$ cat src/rtl/wash_cycle_sequencer_if.sv
// Sensor, stage-handshake and actuator bundle between the wash cycle
// sequencer (master) and the machine it controls (slave).
interface wash_cycle_sequencer_if;
    logic       StartBtn;
    logic       DoorClosed;
    logic       WaterFull;
    logic       WaterEmpty;
    logic       T1d;
    logic       T2d;
    logic       T3d;
    logic       StartWash;
    logic       StartRinse;
    logic       StartSpin;
    logic       FillValve;
    logic       DrainValve;
    logic       DoorLock;
    logic       CycleDone;
    logic       Fault;
    logic [1:0] RinsePass;
    logic [2:0] State;

    modport master (
        input  StartBtn, DoorClosed, WaterFull, WaterEmpty, T1d, T2d, T3d,
        output StartWash, StartRinse, StartSpin, FillValve, DrainValve,
               DoorLock, CycleDone, Fault, RinsePass, State
    );

    modport slave (
        output StartBtn, DoorClosed, WaterFull, WaterEmpty, T1d, T2d, T3d,
        input  StartWash, StartRinse, StartSpin, FillValve, DrainValve,
               DoorLock, CycleDone, Fault, RinsePass, State
    );
endinterface

$ cat src/rtl/wash_cycle_sequencer.sv
// Washing-machine stage sequencer: fill, wash, drain, rinse passes, spin.
// Holds each stage start high until its done arrives, times every active
// state and drops into an absorbing FAULT on door-open or timeout.
module wash_cycle_sequencer #(
    parameter logic [15:0] FILL_LIMIT  = 16'd500,
    parameter logic [15:0] DRAIN_LIMIT = 16'd500,
    parameter logic [15:0] STAGE_LIMIT = 16'd2000,
    parameter int unsigned RINSE_COUNT = 2
) (
    input logic                     CLK,
    input logic                     RST,
    wash_cycle_sequencer_if.master  bus
);

    typedef enum logic [2:0] {
        S_IDLE  = 3'd0,
        S_FILL  = 3'd1,
        S_WASH  = 3'd2,
        S_DRAIN = 3'd3,
        S_RINSE = 3'd4,
        S_SPIN  = 3'd5,
        S_DONE  = 3'd6,
        S_FAULT = 3'd7
    } state_t;

    localparam logic [1:0] RINSE_CNT = 2'(RINSE_COUNT);

    state_t      state_q, state_d;
    logic [15:0] timer_q, timer_d;
    logic        phase_q, phase_d;
    logic [1:0]  rpass_q, rpass_d;
    logic [7:0]  outs_q;
    logic [15:0] limit_s;
    logic        timeout_s;
    logic        active_s;

    // Output decode, bit order:
    // {StartWash, StartRinse, StartSpin, FillValve, DrainValve, DoorLock, CycleDone, Fault}
    function automatic logic [7:0] decode_outputs(input state_t st);
        logic [7:0] o;
        case (st)
            S_IDLE:  o = 8'b0000_0000;
            S_FILL:  o = 8'b0001_0100;
            S_WASH:  o = 8'b1000_0100;
            S_DRAIN: o = 8'b0000_1100;
            S_RINSE: o = 8'b0100_0100;
            S_SPIN:  o = 8'b0010_1100;
            S_DONE:  o = 8'b0000_0010;
            S_FAULT: o = 8'b0000_1101;
            default: o = 8'b0000_1101;
        endcase
        return o;
    endfunction

    // Timeout limit that applies to the current state.
    always_comb begin
        limit_s = STAGE_LIMIT;
        case (state_q)
            S_FILL:  limit_s = FILL_LIMIT;
            S_DRAIN: limit_s = DRAIN_LIMIT;
            default: limit_s = STAGE_LIMIT;
        endcase
    end

    assign timeout_s = (timer_q == limit_s);
    assign active_s  = (state_q == S_FILL)  || (state_q == S_WASH) ||
                       (state_q == S_DRAIN) || (state_q == S_RINSE) ||
                       (state_q == S_SPIN);

    // Next state, phase and rinse counter; door, then exit, then timeout.
    always_comb begin
        state_d = state_q;
        phase_d = phase_q;
        rpass_d = rpass_q;
        case (state_q)
            S_IDLE: begin
                if (bus.StartBtn && bus.DoorClosed) begin
                    state_d = S_FILL;
                    phase_d = 1'b0;
                    rpass_d = 2'd0;
                end else begin
                    state_d = S_IDLE;
                end
            end
            S_FILL: begin
                if (!bus.DoorClosed) begin
                    state_d = S_FAULT;
                end else if (bus.WaterFull) begin
                    state_d = phase_q ? S_RINSE : S_WASH;
                end else if (timeout_s) begin
                    state_d = S_FAULT;
                end else begin
                    state_d = S_FILL;
                end
            end
            S_WASH: begin
                if (!bus.DoorClosed) begin
                    state_d = S_FAULT;
                end else if (bus.T1d) begin
                    state_d = S_DRAIN;
                end else if (timeout_s) begin
                    state_d = S_FAULT;
                end else begin
                    state_d = S_WASH;
                end
            end
            S_RINSE: begin
                if (!bus.DoorClosed) begin
                    state_d = S_FAULT;
                end else if (bus.T2d) begin
                    state_d = S_DRAIN;
                    rpass_d = rpass_q + 2'd1;
                end else if (timeout_s) begin
                    state_d = S_FAULT;
                end else begin
                    state_d = S_RINSE;
                end
            end
            S_DRAIN: begin
                if (!bus.DoorClosed) begin
                    state_d = S_FAULT;
                end else if (bus.WaterEmpty) begin
                    if (!phase_q) begin
                        state_d = S_FILL;
                        phase_d = 1'b1;
                    end else if (rpass_q < RINSE_CNT) begin
                        state_d = S_FILL;
                    end else begin
                        state_d = S_SPIN;
                    end
                end else if (timeout_s) begin
                    state_d = S_FAULT;
                end else begin
                    state_d = S_DRAIN;
                end
            end
            S_SPIN: begin
                if (!bus.DoorClosed) begin
                    state_d = S_FAULT;
                end else if (bus.T3d) begin
                    state_d = S_DONE;
                end else if (timeout_s) begin
                    state_d = S_FAULT;
                end else begin
                    state_d = S_SPIN;
                end
            end
            S_DONE: begin
                if (!bus.DoorClosed) begin
                    state_d = S_IDLE;
                end else begin
                    state_d = S_DONE;
                end
            end
            S_FAULT: state_d = S_FAULT;
            default: state_d = S_FAULT;
        endcase
    end

    // Residency timer: cleared on any state change, saturating count otherwise.
    always_comb begin
        timer_d = timer_q;
        if (state_d != state_q) begin
            timer_d = 16'd0;
        end else if (active_s && (timer_q != 16'hFFFF)) begin
            timer_d = timer_q + 16'd1;
        end else begin
            timer_d = timer_q;
        end
    end

    // State, bookkeeping and registered Moore outputs.
    always_ff @(posedge CLK) begin
        if (RST) begin
            state_q <= S_IDLE;
            timer_q <= 16'd0;
            phase_q <= 1'b0;
            rpass_q <= 2'd0;
            outs_q  <= 8'd0;
        end else begin
            state_q <= state_d;
            timer_q <= timer_d;
            phase_q <= phase_d;
            rpass_q <= rpass_d;
            outs_q  <= decode_outputs(state_d);
        end
    end

    assign bus.StartWash  = outs_q[7];
    assign bus.StartRinse = outs_q[6];
    assign bus.StartSpin  = outs_q[5];
    assign bus.FillValve  = outs_q[4];
    assign bus.DrainValve = outs_q[3];
    assign bus.DoorLock   = outs_q[2];
    assign bus.CycleDone  = outs_q[1];
    assign bus.Fault      = outs_q[0];
    assign bus.RinsePass  = rpass_q;
    assign bus.State      = state_q;

endmodule
$ cat src/flat_wrapper.sv
// flat-port wrapper written by rule: the top's interface ports become plain ports
module wash_cycle_sequencer_flat 
#(
    parameter logic [15:0] FILL_LIMIT  = 16'd500,
    parameter logic [15:0] DRAIN_LIMIT = 16'd500,
    parameter logic [15:0] STAGE_LIMIT = 16'd2000,
    parameter int unsigned RINSE_COUNT = 2
)
  (CLK, RST, bus_StartBtn, bus_DoorClosed, bus_WaterFull, bus_WaterEmpty, bus_T1d, bus_T2d, bus_T3d, bus_StartWash, bus_StartRinse, bus_StartSpin, bus_FillValve, bus_DrainValve, bus_DoorLock, bus_CycleDone, bus_Fault, bus_RinsePass, bus_State);
  wash_cycle_sequencer_if bus_i ();
  input logic CLK;
  input logic RST;
  input wire logic [$bits(bus_i.StartBtn)-1:0] bus_StartBtn;
  input wire logic [$bits(bus_i.DoorClosed)-1:0] bus_DoorClosed;
  input wire logic [$bits(bus_i.WaterFull)-1:0] bus_WaterFull;
  input wire logic [$bits(bus_i.WaterEmpty)-1:0] bus_WaterEmpty;
  input wire logic [$bits(bus_i.T1d)-1:0] bus_T1d;
  input wire logic [$bits(bus_i.T2d)-1:0] bus_T2d;
  input wire logic [$bits(bus_i.T3d)-1:0] bus_T3d;
  output wire logic [$bits(bus_i.StartWash)-1:0] bus_StartWash;
  output wire logic [$bits(bus_i.StartRinse)-1:0] bus_StartRinse;
  output wire logic [$bits(bus_i.StartSpin)-1:0] bus_StartSpin;
  output wire logic [$bits(bus_i.FillValve)-1:0] bus_FillValve;
  output wire logic [$bits(bus_i.DrainValve)-1:0] bus_DrainValve;
  output wire logic [$bits(bus_i.DoorLock)-1:0] bus_DoorLock;
  output wire logic [$bits(bus_i.CycleDone)-1:0] bus_CycleDone;
  output wire logic [$bits(bus_i.Fault)-1:0] bus_Fault;
  output wire logic [$bits(bus_i.RinsePass)-1:0] bus_RinsePass;
  output wire logic [$bits(bus_i.State)-1:0] bus_State;
  assign bus_i.StartBtn = bus_StartBtn;
  assign bus_i.DoorClosed = bus_DoorClosed;
  assign bus_i.WaterFull = bus_WaterFull;
  assign bus_i.WaterEmpty = bus_WaterEmpty;
  assign bus_i.T1d = bus_T1d;
  assign bus_i.T2d = bus_T2d;
  assign bus_i.T3d = bus_T3d;
  assign bus_StartWash = bus_i.StartWash;
  assign bus_StartRinse = bus_i.StartRinse;
  assign bus_StartSpin = bus_i.StartSpin;
  assign bus_FillValve = bus_i.FillValve;
  assign bus_DrainValve = bus_i.DrainValve;
  assign bus_DoorLock = bus_i.DoorLock;
  assign bus_CycleDone = bus_i.CycleDone;
  assign bus_Fault = bus_i.Fault;
  assign bus_RinsePass = bus_i.RinsePass;
  assign bus_State = bus_i.State;
  wash_cycle_sequencer #(.FILL_LIMIT(FILL_LIMIT), .DRAIN_LIMIT(DRAIN_LIMIT), .STAGE_LIMIT(STAGE_LIMIT), .RINSE_COUNT(RINSE_COUNT)) u_core (.CLK(CLK), .RST(RST), .bus(bus_i));
endmodule
$ cat config.mk
export PLATFORM = sky130hd
export DESIGN_NAME = wash_cycle_sequencer_flat
export DESIGN_NICKNAME = d
export VERILOG_FILES = /design/src/rtl/wash_cycle_sequencer_if.sv /design/src/rtl/wash_cycle_sequencer.sv /design/src/flat_wrapper.sv
export SDC_FILE = /design/constraint.sdc
export NUM_CORES = 1
export LEC_CHECK = 0
export CORE_MARGIN = 2
export CORE_UTILIZATION = 60
export CTS_BUF_LIST = sky130_fd_sc_hd__clkbuf_4 sky130_fd_sc_hd__clkbuf_8
export DETAILED_ROUTE_END_ITERATION = 12
export GPL_TIMING_DRIVEN = 0
export PLACE_DENSITY = 0.89
export SYNTH_ARGS = -nofsm -noshare
export SYNTH_HDL_FRONTEND = slang
export SYNTH_SLANG_ARGS = --single-unit
export TNS_END_PERCENT = 10
$ cat constraint.sdc
create_clock -name CLK -period 3.6 [get_ports CLK]
set_input_delay 0.36 -clock CLK [delete_from_list [all_inputs] [get_ports CLK]]
set_output_delay 0.36 -clock CLK [all_outputs]
set_load 0.01 [all_outputs]
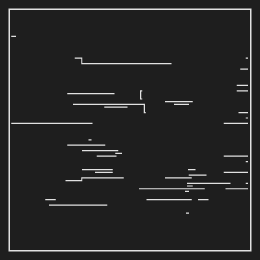
**Above:** the metal 3 layer.
Scale: 4 px per um.
share of all routed wire: 5.9%
wire length on this layer: 250 um
main direction: horizontal

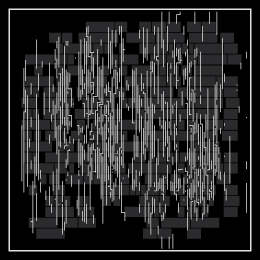
**Above:** metal 2.
Scale: 4 px per um. Cells faint in the background.
share of all routed wire: 49%
nets with wire on the layer: 215
wire length on this layer: 2040 um
main direction: vertical

cell usage after synthesis, types with 3 or more instances:
master | number | area share [%]
xnor2_1 | 13 | 6.1
o21ai_0 | 8 | 2.1
clkbuf_1 | 5 | 1.0
buf_2 | 3 | 0.80
nor2_1 | 14 | 2.8
buf_6 | 4 | 2.4
a211oi_1 | 4 | 1.6
dfxtp_1 | 30 | 32
a21oi_1 | 13 | 3.5
inv_1 | 7 | 1.4
and3_1 | 16 | 5.3
nor3_1 | 24 | 6.4
nor4_1 | 6 | 2.0
nand2_1 | 10 | 2.0
o31ai_1 | 3 | 1.2
and3_2 | 6 | 2.4
nand4_1 | 4 | 1.3
mux2i_1 | 4 | 2.1
nand3_1 | 6 | 1.6
metal layers:
metal  track usage [%]  vias up
li1                  -      871
met1              32.0      837
met2              43.0       67
met3              6.28       11
met4              10.8        0
met5                 0        -
critical path, stage by stage, from the launching register on:
cell	delay (ns)
dfxtp_1	0.35
inv_1	0.06
ha_1	0.14
and4bb_2	0.26
nand3_2	0.14
nor3_1	0.27
o41a_1	0.37
clkbuf_1	0.41
nor3_1	0.10
and3_1	0.19
report_power, final:
group / internal [mW] / total, mW / switching [mW]
Sequential: 0.381 / 0.404 / 0.0237
Clock: 0.235 / 0.356 / 0.121
Combinational: 0.345 / 0.807 / 0.461
cell type report:
type	instances	area (sq um)	share of cell area, %
inverters	7	26.3	1.17
plain buffers	13	86.3	3.86
repair buffers	19	190	8.50
multi-input cells	170	1170	52.2
flip-flops and latches	30	601	26.8
clock inverters	2	60.1	2.68
clock buffers	6	51.3	2.29
well taps	44	55.1	2.46
through the flow:
step	cell area, sq um	power, mW
2_1_floorplan	1880	0.981
3_3_place_gp	2130	1.20
3_5_place_dp	2130	1.21
4_1_cts	2240	1.57
5_1_grt	2240	1.66
6_report	2240	1.57
sequential cells by signal, summed over array words and instances (netlist names):
| register | count |
|---|---|
| u_core.bus.RinsePass | 2 |
| u_core.bus.State | 3 |
| u_core.phase_q | 1 |
| u_core.outs_q | 8 |
| u_core.timer_q | 16 |
cells by family after synthesis:
| logic type | after synthesis |
|---|---|
| simple gates | 110 |
| compound gates | 37 |
| flops | 30 |
| buf+inv | 20 |
| xor+xnor | 14 |
| mux | 7 |
| fa+ha+maj | 2 |
how the worst max path moves through the flow:
| stage | end | startpoint | depth (start not counted) | slack [ns] |
|---|---|---|---|---|
| 4_1_cts | u_core.timer_q[2] | u_core.timer_q[0] | 9 | 1.20 |
| 5_1_grt | u_core.timer_q[2] | u_core.timer_q[0] | 9 | 0.99 |
| 2_1_floorplan | u_core.timer_q[0] | u_core.timer_q[0] | 9 | 1.56 |
| 3_3_place_gp | u_core.timer_q[0] | bus_WaterFull | 8 | 1.02 |
| 3_5_place_dp | u_core.timer_q[1] | bus_WaterFull | 8 | 1.0 |
| 6_report | u_core.timer_q[4] | u_core.timer_q[0] | 9 | 1.20 |
==> reports/qor_table.md <==
| Stage | Quantity | Value |
| --- | --- | --- |
| status | Outcome | completed |
| drt | Average routed wire per standard cell | 14.5 um |
| drt | Total length of routed met2 wires | 2.04 mm |
| drt | Wire length on met1 | 1.83 mm |
| clock network | Total clock sinks | 30 |
| logic synthesis | Synth warn | 0 |
| drt | DR vias/cell | 6.14 |
| final timing | Final clock skew | 0.0103 ns |
| clock network | Cell at the root of the clock tree | clkbuf_4 |
| hold path | Endpoint, Worst Hold | u_core.bus.RinsePass[1] |
| layout | Number of nets in the finished design | 257 |
| layout | Filler cell count | 226 |
| clock network | CTS clk-pin slew, worst paths | 0.09 ns |
| critical path | Critical path data arrival time | 2.64 ns |
| final timing | Number of setup violations in the final report | 0 |
| placement | Total half-perimeter wirelength after legalization and detailed placement | 2.97 mm |
| drt | DRC Markers | 0 |
| drt | WL final | 4.21 mm |
| drt | Drt first-iter violations | 151 |
| final timing | RSZ-0062 raised after global routing | no |
| run | Number of max-cap violations | 0 |
| placement | Port Buf Inserts | 19 |
| logic synthesis | Synth mux share | 4.92% |
| placement | Number of cells in the design after placement | 283 |
| logic synthesis | Register share after synthesis | 31.9% |
| final timing | Sum of negative setup slack | 0 ns |
| clock network | Maximum level of the CTS H-tree | 2 |
| clock network | CTS Buf Count | 5 |
| global route | Grt ovf | 0 |
| floorplan | Die Span Y | 60.0 um |
| placement | Last weighted congestion value of the routability-driven placer | 0.924 |
| logic synthesis | Dominant register cell | dfxtp_1 |
| clock network | Clock insertion delay at the later pin of the skew report | 0.34 ns |
| placement | Worst setup slack after placement | 0.996 ns |
| critical path | Cell depth of the worst flop-to-flop path | 9 |
| critical path | Setup slack on the worst flop-to-flop path | 1.20 ns |
| layout | Most common library cell in the layout ignoring fill and taps | dfxtp_1 |
| logic synthesis | XOR/XNOR Fraction of Synth Area | 6.52% |
| clock network | Max Buffers Root-to-Sink | 2 |
| logic synthesis | FA/HA/MAJ Cells, Area Fraction | 1.33% |
Power is estimated from default activity; no workload was simulated.
